**config.mk**
```make
export PLATFORM = sky130hd
export DESIGN_NAME = mem_stage_ctrl
export DESIGN_NICKNAME = d
export VERILOG_FILES = /design/src/rtl/pipeline_defs.sv /design/src/rtl/mem_stage_ctrl_load_extend.sv /design/src/rtl/mem_stage_ctrl.sv
export SDC_FILE = /design/constraint.sdc
export NUM_CORES = 1
export LEC_CHECK = 0
export CAP_MARGIN = 30
export CORE_MARGIN = 1.5
export CORE_UTILIZATION = 32
export CTS_BUF_LIST = sky130_fd_sc_hd__clkbuf_4 sky130_fd_sc_hd__clkbuf_8
export CTS_CLUSTER_DIAMETER = 30
export CTS_CLUSTER_SIZE = 28
export DETAILED_ROUTE_END_ITERATION = 8
export PLACE_DENSITY = 0.79
export SETUP_SLACK_MARGIN = 0.5
export SLEW_MARGIN = 20
export SYNTH_ARGS = -nofsm -noshare
export SYNTH_HDL_FRONTEND = slang
export SYNTH_SLANG_ARGS = --single-unit
```
**constraint.sdc**
```tcl
create_clock -name clk -period 1.5 [get_ports clk]
set_input_delay 0.225 -clock clk [delete_from_list [all_inputs] [get_ports clk]]
set_output_delay 0.225 -clock clk [all_outputs]
set_load 0.05 [all_outputs]
```
**src/rtl/pipeline_defs.sv**
```systemverilog
// Shared pipeline definitions: MEM stage FSM states,
// access size encodings and alignment helper.
package pipeline_defs;

  typedef enum logic [2:0] {
    S_IDLE  = 3'd0,
    S_REQ   = 3'd1,
    S_WAIT  = 3'd2,
    S_DRAIN = 3'd3,
    S_DONE  = 3'd4
  } mem_state_e;

  localparam logic [1:0] SZ_BYTE = 2'b00;
  localparam logic [1:0] SZ_HALF = 2'b01;
  localparam logic [1:0] SZ_WORD = 2'b10;

  // Reserved size 11 is handled as a word.
  function automatic logic is_aligned(
    input logic [1:0] size,
    input logic [1:0] a
  );
    logic ok;
    ok = 1'b0;
    unique case (1'b1)
      size == SZ_BYTE: ok = 1'b1;
      size == SZ_HALF: ok = ~a[0];
      default:         ok = (a == 2'b00);
    endcase
    return ok;
  endfunction

endpackage

```
**src/rtl/mem_stage_ctrl_load_extend.sv**
```systemverilog
// Load lane select and zero/sign extension.
// Purely combinational.
import pipeline_defs::*;

module load_extend (
  input  logic [31:0] rdata,
  input  logic [1:0]  addr,
  input  logic [1:0]  size,
  input  logic        is_unsigned,
  output logic [31:0] data
);

  logic [31:0] shifted;
  logic [7:0]  b;
  logic [15:0] h;

  always_comb begin
    shifted = rdata >> {addr, 3'b000};
    b       = shifted[7:0];
    h       = addr[1] ? rdata[31:16] : rdata[15:0];
    data    = rdata;
    unique case (1'b1)
      size == SZ_BYTE:
        data = is_unsigned ? {24'd0, b} : {{24{b[7]}}, b};
      size == SZ_HALF:
        data = is_unsigned ? {16'd0, h} : {{16{h[15]}}, h};
      default:
        data = rdata;
    endcase
  end

endmodule

```
**src/rtl/mem_stage_ctrl.sv**
```systemverilog
// MEM stage controller: issues data memory requests,
// stalls the pipe, extends loads, handles flush/timeout.
import pipeline_defs::*;

module mem_stage_ctrl #(
  parameter int TIMEOUT_CYCLES = 255,
  parameter int CNT_W          = 8
) (
  input  logic        clk,
  input  logic        reset,
  input  logic        is_load,
  input  logic        is_store,
  input  logic [1:0]  mem_size,
  input  logic        load_unsigned,
  input  logic [31:0] addr,
  input  logic [31:0] store_data,
  input  logic        flush,
  output logic        dmem_req_valid,
  output logic        dmem_req_we,
  output logic [31:0] dmem_req_addr,
  output logic [31:0] dmem_req_wdata,
  output logic [1:0]  dmem_req_size,
  input  logic        dmem_req_ready,
  input  logic        dmem_resp_valid,
  input  logic [31:0] dmem_rdata,
  output logic        stall_hold,
  output logic [31:0] load_data,
  output logic        load_data_valid,
  output logic        misaligned_exc,
  output logic        bus_error
);

  mem_state_e       state_q, state_d;
  logic [CNT_W-1:0] cnt_q;
  logic             op, aligned, timeout;
  logic             capture;
  logic [31:0]      ext_data;

  assign op      = is_load | is_store;
  assign aligned = is_aligned(mem_size, addr[1:0]);
  assign timeout = (cnt_q == CNT_W'(TIMEOUT_CYCLES));

  // Request fields come straight from the held pipeline register.
  assign dmem_req_we    = is_store;
  assign dmem_req_addr  = addr;
  assign dmem_req_wdata = store_data;
  assign dmem_req_size  = mem_size;

  load_extend u_ext (
    .rdata       (dmem_rdata),
    .addr        (addr[1:0]),
    .size        (mem_size),
    .is_unsigned (load_unsigned),
    .data        (ext_data)
  );

  always_ff @(posedge clk or negedge reset) begin
    if (!reset) begin
      state_q <= S_IDLE;
    end else begin
      state_q <= state_d;
    end
  end

  always_ff @(posedge clk or negedge reset) begin
    if (!reset) begin
      cnt_q <= '0;
    end else if ((state_q == S_WAIT || state_q == S_DRAIN)
                 && state_d == state_q) begin
      cnt_q <= cnt_q + CNT_W'(1);
    end else begin
      cnt_q <= '0;
    end
  end

  always_ff @(posedge clk or negedge reset) begin
    if (!reset) begin
      load_data <= '0;
    end else if (capture) begin
      load_data <= ext_data;
    end
  end

  always_comb begin
    state_d         = state_q;
    stall_hold      = 1'b0;
    dmem_req_valid  = 1'b0;
    load_data_valid = 1'b0;
    misaligned_exc  = 1'b0;
    bus_error       = 1'b0;
    capture         = 1'b0;
    unique case (state_q)
      S_IDLE: begin
        if (op && !flush) begin
          if (aligned) begin
            stall_hold = 1'b1;
            state_d    = S_REQ;
          end else begin
            misaligned_exc = 1'b1;
          end
        end
      end
      S_REQ: begin
        stall_hold     = 1'b1;
        dmem_req_valid = 1'b1;
        if (dmem_req_ready) begin
          if (flush)         state_d = S_DRAIN;
          else if (is_store) state_d = S_DONE;
          else               state_d = S_WAIT;
        end else if (flush) begin
          state_d = S_IDLE;
        end
      end
      S_WAIT: begin
        stall_hold = 1'b1;
        // A flushed response in the same cycle needs no drain.
        if (dmem_resp_valid) begin
          if (flush) begin
            state_d = S_IDLE;
          end else begin
            capture = 1'b1;
            state_d = S_DONE;
          end
        end else if (flush) begin
          state_d = S_DRAIN;
        end else if (timeout) begin
          bus_error = 1'b1;
          state_d   = S_IDLE;
        end
      end
      S_DRAIN: begin
        stall_hold = 1'b1;
        if (dmem_resp_valid || timeout) state_d = S_IDLE;
      end
      S_DONE: begin
        load_data_valid = is_load & ~flush;
        state_d         = S_IDLE;
      end
      default: state_d = S_IDLE;
    endcase
  end

endmodule

```
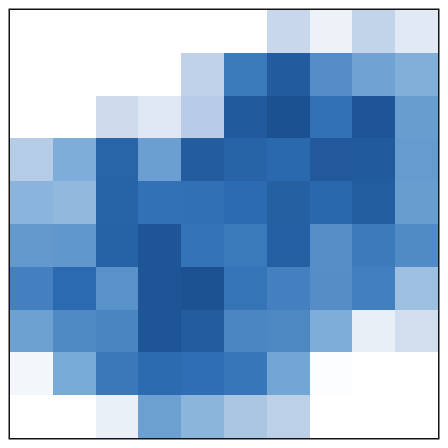
Fig. 1. Cell area per tile (run 1).
The die is cut into 10 by 10 equal tiles; white is low, dark blue is high, 0 to 100% covered.
- fullest tile: 87%
- mean over tiles: 47%
- emptiest ninth of the die: north-west
- tiles over 75% full: 24%
- nearly empty tiles: 20%

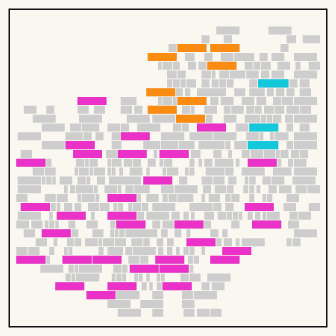
Fig. 2. Register map, names as in the netlist (run 1).
- magenta: load_data (flops 32)
- cyan: state_q (flops 3)
- orange: cnt_q (flops 8; where north)

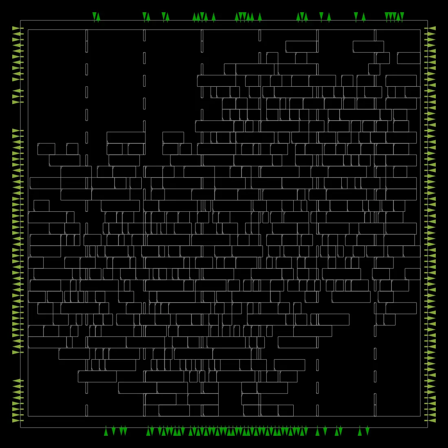
Fig. 3. Cell outlines without signal wires (run 1).
well-tap cell count: 108
layout sequential cell count: 43

==> Changelog: implementation, run 1 <==
## Flow update

- First-pass iteration count of the detailed router: 4
- Final worst-path setup slack: -0.114 ns
- Finished Layout Cells: 529
- Total tool warning count: 29
- Number of pins with negative max-slew slack in the final report: 0
- Worst supply voltage drop on vdd: 0.00124 V
- Fp util: 32.9%
- Worst hold path type: in2reg
- Chip Footprint: 0.00949 sq mm
- Number of hold buffers added after CTS: 1
- Distinct lib cells: 37
- Area of the core region: 0.00868 sq mm
- Critical Path End: bus_error
- Total routing usage reported by global routing: 18.8%
- Wire per inst: between 15 and 20 um
- Max H-tree Level: 2
- Most frequently placed logic cell in the final layout: sky130_fd_sc_hd__buf_4
- Outcome: finished with violations
- Clk sinks: 43
- Fill cell instance count of the final layout: 781
- CTS tree: done
- Violations in the final reports: setup timing
- Placement-stage worst setup slack: -0.569 ns
- Area of combinational cells with multiple inputs: about 0.0013 sq mm
- Number of max-capacitance violations reported: 0
- Cell with the biggest individual delay on the critical path: sky130_fd_sc_hd__dfrtp_1
- Slack of the worst reg-to-reg path: -0.10 ns
- Worst Clk Skew: 0.00676 ns
- Clock transition at the registers of the reported paths: approximately 0.09 ns
- Final tally of setup violations: 30
- Leading cell type by number of instances after synthesis: sky130_fd_sc_hd__buf_4
- Proportion of layout cells with a drive suffix above 1: 42.5%
- Post-Route WL: 8930 um
- Data required time at the worst endpoint: 1.27 ns
- Detailed-route DRC error count: 0
- Final GP Congestion: about 0.83
- Slowest cell delay on critical path: ~0.36 ns
- Half-perimeter wire length after placement: 6120 um
- CP max FO: 2
## run 1: flip-flops by register name (all words and copies together), names as in the netlist
| register | cells |
|---|---|
| load_data | 32 |
| cnt_q | 8 |
| state_q | 3 |
## run 1: power breakdown
part / internal, uW / leakage [uW] / total [uW] / switching, uW
Clock: 344 / 0.0000446 / 770 / 426
Sequential: 1630 / 0.000542 / 2140 / 506
Combinational: 2630 / 0.00157 / 5340 / 2710
## run 1: worst min path at each step
stage / from / to / slack (ns)
2_1_floorplan: reset / cnt_q[0] / -0.07
3_3_place_gp: reset / state_q[0] / 0.22
3_5_place_dp: reset / cnt_q[6] / 0.22
4_1_cts: dmem_rdata[31] / load_data[31] / 0.30
5_1_grt: dmem_rdata[31] / load_data[31] / 0.33
6_report: dmem_rdata[31] / load_data[31] / 0.31
## run 1: logic make-up (layout without fill, tap and decap cells)
group	count (synthesis)	count (layout)	share of synthesized area (%)
flip-flops	43	43	37.7
buffers and inverters	93	184	21.5
multiplexers	19	19	7.41
AND-OR/OR-AND	60	60	13.3
AND/OR/NAND/NOR	107	107	17.5
XOR/XNOR	7	7	2.15
adder cells (fa/ha/maj)	1	1	0.439
## run 1: metal layers
metal,vias to the layer above,global-route usage [%],routed length (um)
li1,1211,-,-
met1,1235,24.2,3810
met2,103,28.6,4150
met3,48,5.54,652
met4,0,9.45,310
met5,-,0,0
## run 1: area by class of cell
cell class                 count  area share, %
sequential                    43           23.3
multi-input combinational    194           28.7
inverter                      11          0.891
timing repair buffer         165           42.3
tap                          108           2.92
clock inverter                 2          0.270
clock buffer                   6           1.65
## run 1: per-stage QoR
step | cell area, sq um | total power [uW]
2_1_floorplan | 2970 | 4870
6_report | 4630 | 8250
3_3_place_gp | 3970 | 6800
4_1_cts | 4440 | 8060
3_5_place_dp | 3970 | 6860
5_1_grt | 4630 | 8600
Fig. 4: run 1, signal wires on met2
Cells faint in the background.
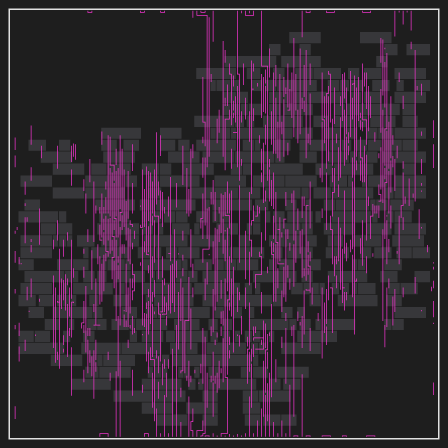

==> run 2, diff against run 1 <==
- CORE_ASPECT_RATIO: default -> 0.8
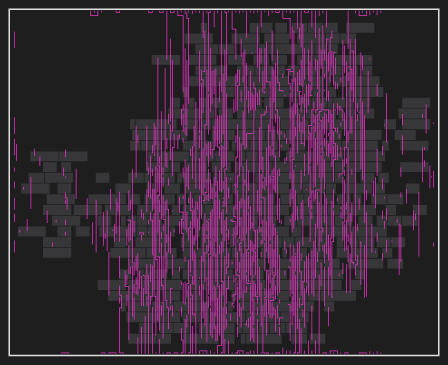
Fig. 5. Signal wires on met2 (run 2).
Cells faint in the background.
- nets with wire on the layer: 489
- share of all routed wire: 48%
- main direction: vertical

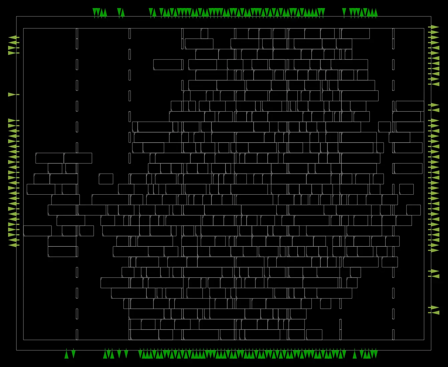
Fig. 6. Cell outlines without signal wires (run 2).
Finished Layout Cells: 537
sequential share of cell area: 22.3%
well-tap cell count: 112
area of the core region: 0.00856 sq mm
post-layout util: 57.0%

==> run 2 against run 1 <==
Setup slack worse by 0.0060 ns. Clock power increased by 24%. Utilization increased by 3.6 points. Synthesized area stayed put. The flow finishes with violations (hold timing, setup timing). Largest cell class unchanged. Critical path depth unchanged. Sequential cell count did not move. Largest power group unchanged. Combinational power up 7.3%.
==> Changelog: implementation, run 2 <==
## Flow update

- Distinct lib cells: 37 (unchanged)
- Detailed-route DRC error count: 0 (unchanged)
- Met3 routed WL: 1000 um (was 652 um)
- Number of pins with negative max-slew slack in the final report: 0 (unchanged)
- Tightest hold margin: -0.0851 ns (was 0.309 ns)
- Comb power: 5730 uW (was 5340 uW)
- Power in sequential cells: 2210 uW (was 2140 uW)
- CP max FO: 2 (unchanged)
- Switch Pwr: 3950 uW (was 3650 uW)
- Half-perimeter wire length after placement: 6180 um (was 6120 um)
- Final tally of setup violations: 6 (was 30)
- Internal cell power: 4930 uW (was 4600 uW)
- Highest metal layer with signal wires: met4 (unchanged)
- Final worst-path setup slack: -0.120 ns (was -0.114 ns)
- Wire per inst: 19.5 um (was 16.9 um)
- Biggest power consumer among the groups: combinational logic (unchanged)
- Number of endpoints with negative hold slack in the final report: 23 (was 0)
- Share of synthesized cell area in and-or and or-and compound cells: 13.3% (unchanged)
- Outcome: finished with violations (unchanged)
- Violations in the final reports: hold timing, setup timing (was setup timing)
- Data required time at the worst endpoint: 1.27 ns (about the same)
- Fill cell instance count of the final layout: 654 (was 781)
[run 2: final timing paths]
kind,startpoint,end,slack (ns),cells past startpoint
worst max register to register,cnt_q[4],state_q[0],-0.01,6
worst min register to register,load_data[7],load_data[7],0.57,2
min in group clk,dmem_rdata[31],load_data[31],0.35,4
worst min-delay path,reset,state_q[1],-0.09,1
max in group asynchronous,reset,load_data[25],0.97,2
worst max-delay path,cnt_q[4],bus_error,-0.12,4
[run 2: cell families (layout without fill, tap and decap cells)]
logic type / Yosys count / count (layout)
multiplexers: 19 / 19
XOR/XNOR: 7 / 7
adder cells (fa/ha/maj): 1 / 1
flip-flops: 43 / 43
AND/OR/NAND/NOR: 107 / 107
AND-OR/OR-AND: 60 / 60
buffers and inverters: 93 / 188
[run 2: timing repair]
item | in CTS | in global routing
pin swaps | 38 | 21
cloned | 3 | 0
resized | 133 | 35
endpoints found under the hold margin | 23 | 23
endpoints found under the setup margin | 85 | 81
buffers inserted | 25 | 22
[run 2: final cells by class]
cell class              instances  area [sq um]  area share (%)
repair buffers                169          1930            39.5
well taps                     112           140            2.87
multi-input cells             194          1570            32.1
flip-flops and latches         43          1090            22.3
clock buffers                   7          83.8            1.72
clock inverters                 1          30.0           0.615
inverters                      11          41.3           0.846
[run 2: layer usage]
layer | vias to the layer above | GRT usage, %
met4 | 0 | 7.30
met3 | 42 | 7.48
met1 | 1396 | 25.5
met5 | - | 0
li1 | 1223 | -
met2 | 184 | 34.6
[run 2: critical path, cell delays in order, from the launching register on]
cell                      delay, ns
sky130_fd_sc_hd__dfrtp_1       0.37
sky130_fd_sc_hd__and4_4        0.23
sky130_fd_sc_hd__nand4_1       0.19
sky130_fd_sc_hd__nor2_4        0.16
sky130_fd_sc_hd__buf_12        0.14
Power and IR drop assume default switching activity.
